### config.mk
export PLATFORM = sky130hd
export DESIGN_NAME = subcarrier_mapper
export DESIGN_NICKNAME = d
export VERILOG_FILES = /design/src/rtl/tx_ofdm_pkg.sv /design/src/rtl/pilot_lfsr.sv /design/src/rtl/subcarrier_mapper.sv
export SDC_FILE = /design/constraint.sdc
export NUM_CORES = 1
export LEC_CHECK = 0
export CAP_MARGIN = 20
export CORE_ASPECT_RATIO = 1.75
export CORE_MARGIN = 2
export CORE_UTILIZATION = 60
export CTS_CLUSTER_DIAMETER = 120
export CTS_CLUSTER_SIZE = 12
export DETAILED_ROUTE_END_ITERATION = 6
export PLACE_DENSITY = 0.84
export SLEW_MARGIN = 40
export SYNTH_ARGS = -nofsm -noshare
export SYNTH_HDL_FRONTEND = slang
export SYNTH_SLANG_ARGS = --single-unit
### constraint.sdc
create_clock -name Clock -period 9.5 [get_ports Clock]
set_input_delay 1.425 -clock Clock [delete_from_list [all_inputs] [get_ports Clock]]
set_output_delay 1.425 -clock Clock [all_outputs]
set_load 0.01 [all_outputs]
### src/rtl/tx_ofdm_pkg.sv
// Shared constants, buffer states and subcarrier/bin mapping helpers for the OFDM transmitter.
package tx_ofdm_pkg;

  localparam int N_CBPS = 48;
  localparam int N_SC   = 64;

  localparam logic [5:0] PILOT_BIN_P7  = 6'd7;
  localparam logic [5:0] PILOT_BIN_P21 = 6'd21;
  localparam logic [5:0] PILOT_BIN_M21 = 6'd43;
  localparam logic [5:0] PILOT_BIN_M7  = 6'd57;
  localparam logic [5:0] DC_BIN        = 6'd0;
  localparam logic [5:0] NULL_LO       = 6'd27;
  localparam logic [5:0] NULL_HI       = 6'd37;
  localparam logic [5:0] LAST_BIN      = 6'(N_SC - 1);

  localparam logic [1:0] VAL_POS  = 2'b01;
  localparam logic [1:0] VAL_NEG  = 2'b11;
  localparam logic [1:0] VAL_ZERO = 2'b00;

  typedef enum logic [1:0] {
    BUF_EMPTY   = 2'd0,
    BUF_FILLING = 2'd1,
    BUF_FULL    = 2'd2,
    BUF_OUTPUT  = 2'd3
  } buf_state_e;

  // Data slot (ascending subcarrier order) to IFFT bin.
  function automatic logic [5:0] slot_to_bin(input logic [5:0] slot);
    if (slot <= 6'd4)       return slot + 6'd38;
    else if (slot <= 6'd17) return slot + 6'd39;
    else if (slot <= 6'd23) return slot + 6'd40;
    else if (slot <= 6'd29) return slot - 6'd23;
    else if (slot <= 6'd42) return slot - 6'd22;
    else                    return slot - 6'd21;
  endfunction

  // Inverse of slot_to_bin; non-data bins return slot 0 and are never used as data.
  function automatic logic [5:0] bin_to_slot(input logic [5:0] bin);
    if (bin >= 6'd1 && bin <= 6'd6)        return bin + 6'd23;
    else if (bin >= 6'd8 && bin <= 6'd20)  return bin + 6'd22;
    else if (bin >= 6'd22 && bin <= 6'd26) return bin + 6'd21;
    else if (bin >= 6'd38 && bin <= 6'd42) return bin - 6'd38;
    else if (bin >= 6'd44 && bin <= 6'd56) return bin - 6'd39;
    else if (bin >= 6'd58)                 return bin - 6'd40;
    else                                   return 6'd0;
  endfunction

  function automatic logic is_null(input logic [5:0] bin);
    return (bin == DC_BIN) || (bin >= NULL_LO && bin <= NULL_HI);
  endfunction

  function automatic logic is_pilot(input logic [5:0] bin);
    return (bin == PILOT_BIN_P7) || (bin == PILOT_BIN_P21) ||
           (bin == PILOT_BIN_M21) || (bin == PILOT_BIN_M7);
  endfunction

endpackage

### src/rtl/pilot_lfsr.sv
// Pilot polarity generator: x^7+x^4+1 LFSR, one output bit per OFDM symbol.
module pilot_lfsr #(
  parameter logic [6:0] SEED = 7'h7F
) (
  input  logic Clock,
  input  logic Reset,
  input  logic Load,
  input  logic Advance,
  output logic Bit
);

  logic [6:0] lfsr_q, lfsr_d;

  assign Bit = lfsr_q[6] ^ lfsr_q[3];

  always_comb begin
    lfsr_d = lfsr_q;
    if (Load)         lfsr_d = SEED;
    else if (Advance) lfsr_d = {lfsr_q[5:0], Bit};
  end

  always_ff @(posedge Clock) begin
    if (Reset) lfsr_q <= SEED;
    else       lfsr_q <= lfsr_d;
  end

endmodule

### src/rtl/subcarrier_mapper.sv
// BPSK subcarrier mapper: ping-pong 48-bit symbol buffers feeding 64 IFFT bins with pilots and nulls.
module subcarrier_mapper #(
  parameter int         N_CBPS     = 48,
  parameter logic [6:0] PILOT_SEED = 7'h7F
) (
  input  logic       Clock,
  input  logic       Reset,
  input  logic       FrameStart,
  input  logic       InBit,
  input  logic       InValid,
  output logic       InReady,
  output logic       OutValid,
  input  logic       OutReady,
  output logic [1:0] OutVal,
  output logic [5:0] OutIndex,
  output logic       OutLast,
  output logic [3:0] dbg_buf_state
);
  import tx_ofdm_pkg::*;

  localparam logic [5:0] LAST_SLOT = 6'(N_CBPS - 1);

  buf_state_e        state_q [2];
  buf_state_e        state_d [2];
  logic [N_CBPS-1:0] buf_q [2];
  logic [N_CBPS-1:0] buf_d [2];
  logic              wr_sel_q, wr_sel_d;
  logic              out_sel_q, out_sel_d;
  logic              out_valid_q, out_valid_d;
  logic [5:0]        bit_cnt_q, bit_cnt_d;
  logic [5:0]        out_idx_q, out_idx_d;
  logic              in_acc, out_xfer, last_xfer, pilot_bit, data_bit;
  logic [5:0]        rd_slot;
  logic [1:0]        val;

  // Handshakes: a beat moves when valid && ready at a rising edge; FrameStart voids both beats that cycle.
  assign InReady   = (state_q[wr_sel_q] == BUF_EMPTY) || (state_q[wr_sel_q] == BUF_FILLING);
  assign in_acc    = InValid && InReady && !FrameStart;
  assign out_xfer  = out_valid_q && OutReady && !FrameStart;
  assign last_xfer = out_xfer && (out_idx_q == LAST_BIN);

  pilot_lfsr #(.SEED(PILOT_SEED)) u_pilot_lfsr (
    .Clock  (Clock),
    .Reset  (Reset),
    .Load   (FrameStart),
    .Advance(last_xfer),
    .Bit    (pilot_bit)
  );

  always_comb begin
    state_d     = state_q;
    buf_d       = buf_q;
    wr_sel_d    = wr_sel_q;
    out_sel_d   = out_sel_q;
    out_valid_d = out_valid_q;
    bit_cnt_d   = bit_cnt_q;
    out_idx_d   = out_idx_q;
    if (FrameStart) begin
      state_d[0]  = BUF_EMPTY;
      state_d[1]  = BUF_EMPTY;
      wr_sel_d    = 1'b0;
      out_sel_d   = 1'b0;
      out_valid_d = 1'b0;
      bit_cnt_d   = 6'd0;
      out_idx_d   = 6'd0;
    end else begin
      if (in_acc) begin
        buf_d[wr_sel_q][bit_cnt_q] = InBit;
        if (bit_cnt_q == LAST_SLOT) begin
          state_d[wr_sel_q] = BUF_FULL;
          bit_cnt_d         = 6'd0;
          wr_sel_d          = !wr_sel_q;
        end else begin
          state_d[wr_sel_q] = BUF_FILLING;
          bit_cnt_d         = bit_cnt_q + 6'd1;
        end
      end
      if (out_xfer) begin
        if (last_xfer) begin
          state_d[out_sel_q] = BUF_EMPTY;
          out_sel_d          = !out_sel_q;
          out_valid_d        = 1'b0;
          out_idx_d          = 6'd0;
        end else begin
          out_idx_d = out_idx_q + 6'd1;
        end
      end
      // Launch looks at next-state so a just-filled buffer or a back-to-back symbol starts without a bubble.
      if (!out_valid_d && state_d[out_sel_d] == BUF_FULL) begin
        state_d[out_sel_d] = BUF_OUTPUT;
        out_valid_d        = 1'b1;
        out_idx_d          = 6'd0;
      end
    end
  end

  always_ff @(posedge Clock) begin
    if (Reset) begin
      state_q[0]  <= BUF_EMPTY;
      state_q[1]  <= BUF_EMPTY;
      wr_sel_q    <= 1'b0;
      out_sel_q   <= 1'b0;
      out_valid_q <= 1'b0;
      bit_cnt_q   <= 6'd0;
      out_idx_q   <= 6'd0;
    end else begin
      state_q     <= state_d;
      buf_q       <= buf_d;
      wr_sel_q    <= wr_sel_d;
      out_sel_q   <= out_sel_d;
      out_valid_q <= out_valid_d;
      bit_cnt_q   <= bit_cnt_d;
      out_idx_q   <= out_idx_d;
    end
  end

  assign rd_slot  = bin_to_slot(out_idx_q);
  assign data_bit = buf_q[out_sel_q][rd_slot];

  // Bin +21 carries the inverted pilot; the other three carry p_n directly.
  always_comb begin
    val = VAL_ZERO;
    if (out_valid_q && !is_null(out_idx_q)) begin
      if (out_idx_q == PILOT_BIN_P21) val = pilot_bit ? VAL_POS : VAL_NEG;
      else if (is_pilot(out_idx_q))   val = pilot_bit ? VAL_NEG : VAL_POS;
      else                            val = data_bit ? VAL_POS : VAL_NEG;
    end
  end

  assign OutValid      = out_valid_q;
  assign OutVal        = val;
  assign OutIndex      = out_idx_q;
  assign OutLast       = out_valid_q && (out_idx_q == LAST_BIN);
  assign dbg_buf_state = {state_q[1], state_q[0]};

endmodule

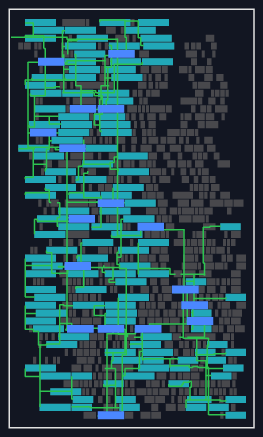
Fig. 1. Clock distribution.
legend:
  green:
    item: clock wires
    length: 1650 µm
  blue:
    item: clock-net drivers
    count: 17
  cyan:
    item: flip-flops
    count: 122
flops lie: all over the die
Clock Power Share: 53.2%
clock distribution power: 0.674 mW

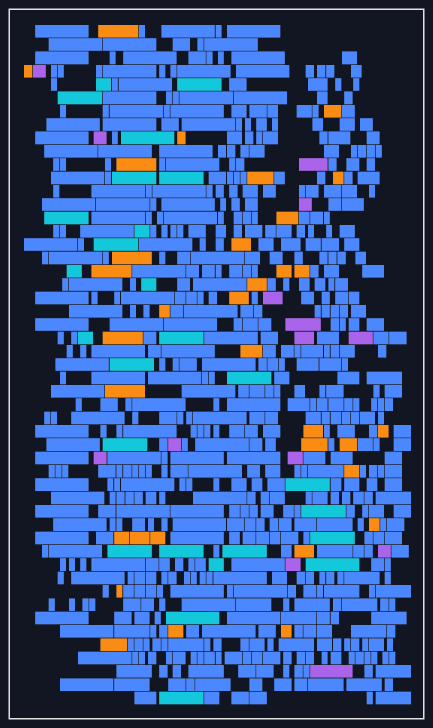
Fig. 2. Sizing map.
legend:
  purple:
    size: x3 and x4
    cells: 14
    share: 2.0%
  orange:
    size: x2
    cells: 33
    share: 4.8%
  blue:
    size: x1 and smaller
    cells: 611
    share: 89%
  cyan:
    size: x6 and larger
    cells: 26
    share: 3.8%
synthesis-to-finish area growth: 11.64%
nonclk buf count: 23
fin area: 7546 µm²

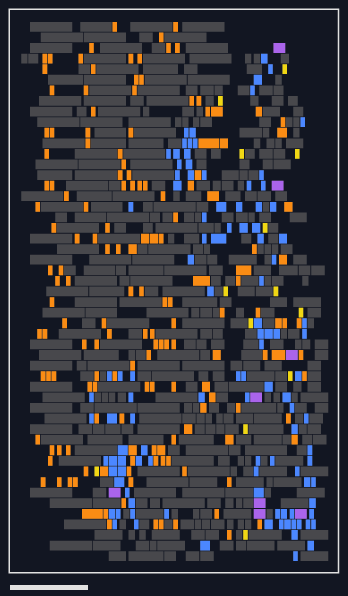
Fig. 3. Gate families picked out.
The bar under the picture is 20 µm long.
legend:
  blue:
    family: nand cells
    cells: 107
    most_used: nand2_1
  orange:
    family: nor cells
    cells: 156
    most_used: nor2_1
    where: all over the die
  yellow:
    family: inv cells
    cells: 13
    most_used: inv_1
  purple:
    family: xor and xnor cells
    cells: 8
    most_used: xnor2_1
most instantiated logic cell after routing: nor2_1
combinational share of cell area: 41.00%
Finished Layout Cells: 816

==> flow_summary_export.csv <==
group,metric,value,unit
grt,antenna_found_initial,0,
clocking,htreeDepth,4,
placement,hpwl,11.80,mm
setup_path,worstSetupPathType,"reg2out",
synth,top_cell_area_share,42.65,%
detailed_routing,vias,5503,
clocking,cts_setup_buffers,0,
setup_path,r2r_slack,6030,ps
synth,top_logic_kind,"simple AND/OR/NAND/NOR gates",
synth,compound_area_share,16.11,%
synth,async_flop_share,0,%
setup_path,end_kind,"output pin",
cells_and_area,nMultiInputCombCells,494,
cells_and_area,drive_above_1_share,10.67,%
clocking,insertion_delay,430,ps
die,taps,132,
cells_and_area,layout.nonclk_buf_share,2.885,%
synth,synth_top_cell_by_area,"edfxtp_1",
clocking,root_buffer,"clkbuf_16",
synth,simple_gate_area_share,20.20,%
setup_path,setup.worst_path.start,"OutIndex[4]$_SDFFE_PP0P_",
detailed_routing,final_antenna_net_count,0,
synth,adder_share,2.592,%
setup_path,cp_top_family,"AND-OR/OR-AND gates",
detailed_routing,wl_met3,979,µm
detailed_routing,routed-wl-met2,9.448,mm
die,dieArea,12160,µm²
sta,setup_viol,0,
synth,syn_area_per_cell,10.01,µm²
clocking,hold_buffers,0,
cells_and_area,logic_area,3094,µm²
synth,mux_area_share,5.757,%
cells_and_area,reg_top3,"buf_q (96), u_pilot_lfsr.lfsr_q (7)",
pwr,power_density,167.8,nW/µm²
die,die_h,144.4,µm
setup_path,r2r_cells,10,
cells_and_area,fillers,824,
sta,tightestPinTransition,798.1,ps
die,die_w,84.23,µm
clocking,clk_pin_slew_worst_paths,60,ps
cells_and_area,final-clk-cell-share,8.125,%
setup_path,worst-path-buf-inv,2,
die,io_pins,21,
grt,grt_first_pass_wirelength,27.19,mm
pwr,switching_share,21.33,%
setup_path,slowest_delay,840,ps
sta,max_freq,143.5,MHz
setup_path,slowest_stage,"dfxtp_1",
sta,holdWs,476.4,ps
cells_and_area,clock_buffers,17,
grt,grt.overflow.total,0,
setup_path,path_depth,14,
sta,setup_ws,2532,ps
cells_and_area,sh_seq_area,45.15,%
pwr,irDropWorstVdd,0.1415,mV
sta,relSlewSlack,46.30,%
setup_path,crit_arrival,5540,ps
run,warnings,36,
synth,ys_types,81,
clocking,cts-buffers-inserted,17,
sta,fin_setup_tns,0,ps
cells_and_area,final_core_util,68.36,%
pwr,p_leak,2.490,nW
placement,port_buffers,20,
detailed_routing,drt_iter0_drc,498,
cells_and_area,top_register,"buf_q",
cells_and_area,nets,691,
pwr,power.share.combinational,1.3,%
placement,gp_congestion,0.9386,
grt,grt_pass1_vias,5257,
detailed_routing,first_pass_iters,5,
setup_path,reg2reg_to,"OutIndex[5]$_SDFFE_PP0P_",
synth,yosysChipArea,6759,µm²
hold_path,hold_depth,2,
synth,postSynthSeqShare,50.35,%
synth,numSynthFlops,122,
hold_path,hp-class,"reg2reg",
pwr,pg_comb,0.0169,mW
setup_path,cp_data_required_time,8080,ps
synth,netlist_instances,675,
hold_path,hold_start,"u_pilot_lfsr.lfsr_q[1]$_SDFFE_PP1P_",
synth,synth_area,6759,µm²
cells_and_area,mostFrequentLayoutCells,"128 x nor2_1, 96 x edfxtp_1, 59 x nand2_1",
cells_and_area,n_all_inverters,13,
pwr,p_int,0.9964,mW
clocking,cts_resized,0,
synth,ff_type,"edfxtp_1",
pwr,p_switching,0.2701,mW
grt,grt_usage,29.24,%
synth,yosysCellCount,675,
die,core.rowCount,51,
pwr,seq_power,0.576,mW
detailed_routing,vias_per_cell,6.744,
detailed_routing,drc_errors,0,
hold_path,hold_end,"u_pilot_lfsr.lfsr_q[1]$_SDFFE_PP1P_",
cells_and_area,n_antenna_cell,0,
die,floorplan.core_util,61.23,%
run_status,status,"finished, final reports clean",
setup_path,path_cells,"clkinv_1 -> ha_1 -> nor2b_1 -> a32oi_1 -> a21o_1 -> a21o_2 -> nand4_1 -> o221ai_1 -> a21boi_0 -> nor4_2 -> a211o_1 -> nand3_1 -> a22oi_1 -> clkdlybuf4s50_1",
run,timing.max_cap.violations,0,
synth,xor_share,1.037,%
sta,fin_crit_sh,73.34,%
sta,skew,16.43,ps
sta,min_period,6968,ps
synth,synth-edff-count,96,
detailed_routing,top_layer_used,"met4",
setup_path,crit_end,"OutVal[1]",
cells_and_area,flops,122,
detailed_routing,totalWireLength,17.57,mm
sta,rsz0062_at_grt,"no",
cells_and_area,largest_register_ff_count,96,
setup_path,cp-start-kind,"flip-flop",
pwr,p_seq_share,45.5,%
synthesized netlist by cell type (6+ instances only):
cell type / number
a211oi_1: 13
xnor2_1: 6
nand4_1: 8
dfxtp_1: 26
edfxtp_1: 96
o211ai_1: 10
a21oi_1: 39
o21ai_0: 22
inv_1: 12
nor2_1: 128
nor2b_1: 11
nand2b_1: 6
mux2i_1: 22
ha_1: 14
buf_2: 9
nand3b_1: 6
clkbuf_1: 29
nand2_1: 59
mux4_2: 6
nand3_1: 27
nor3_1: 7
per-layer routing:
metal,up-vias,track usage [%]
met5,-,0
met4,0,21.39
met3,76,5.080
met2,285,53.47
met1,2651,29.38
li1,2491,-
No activity file was given, so power comes from the tool's default toggle rates.
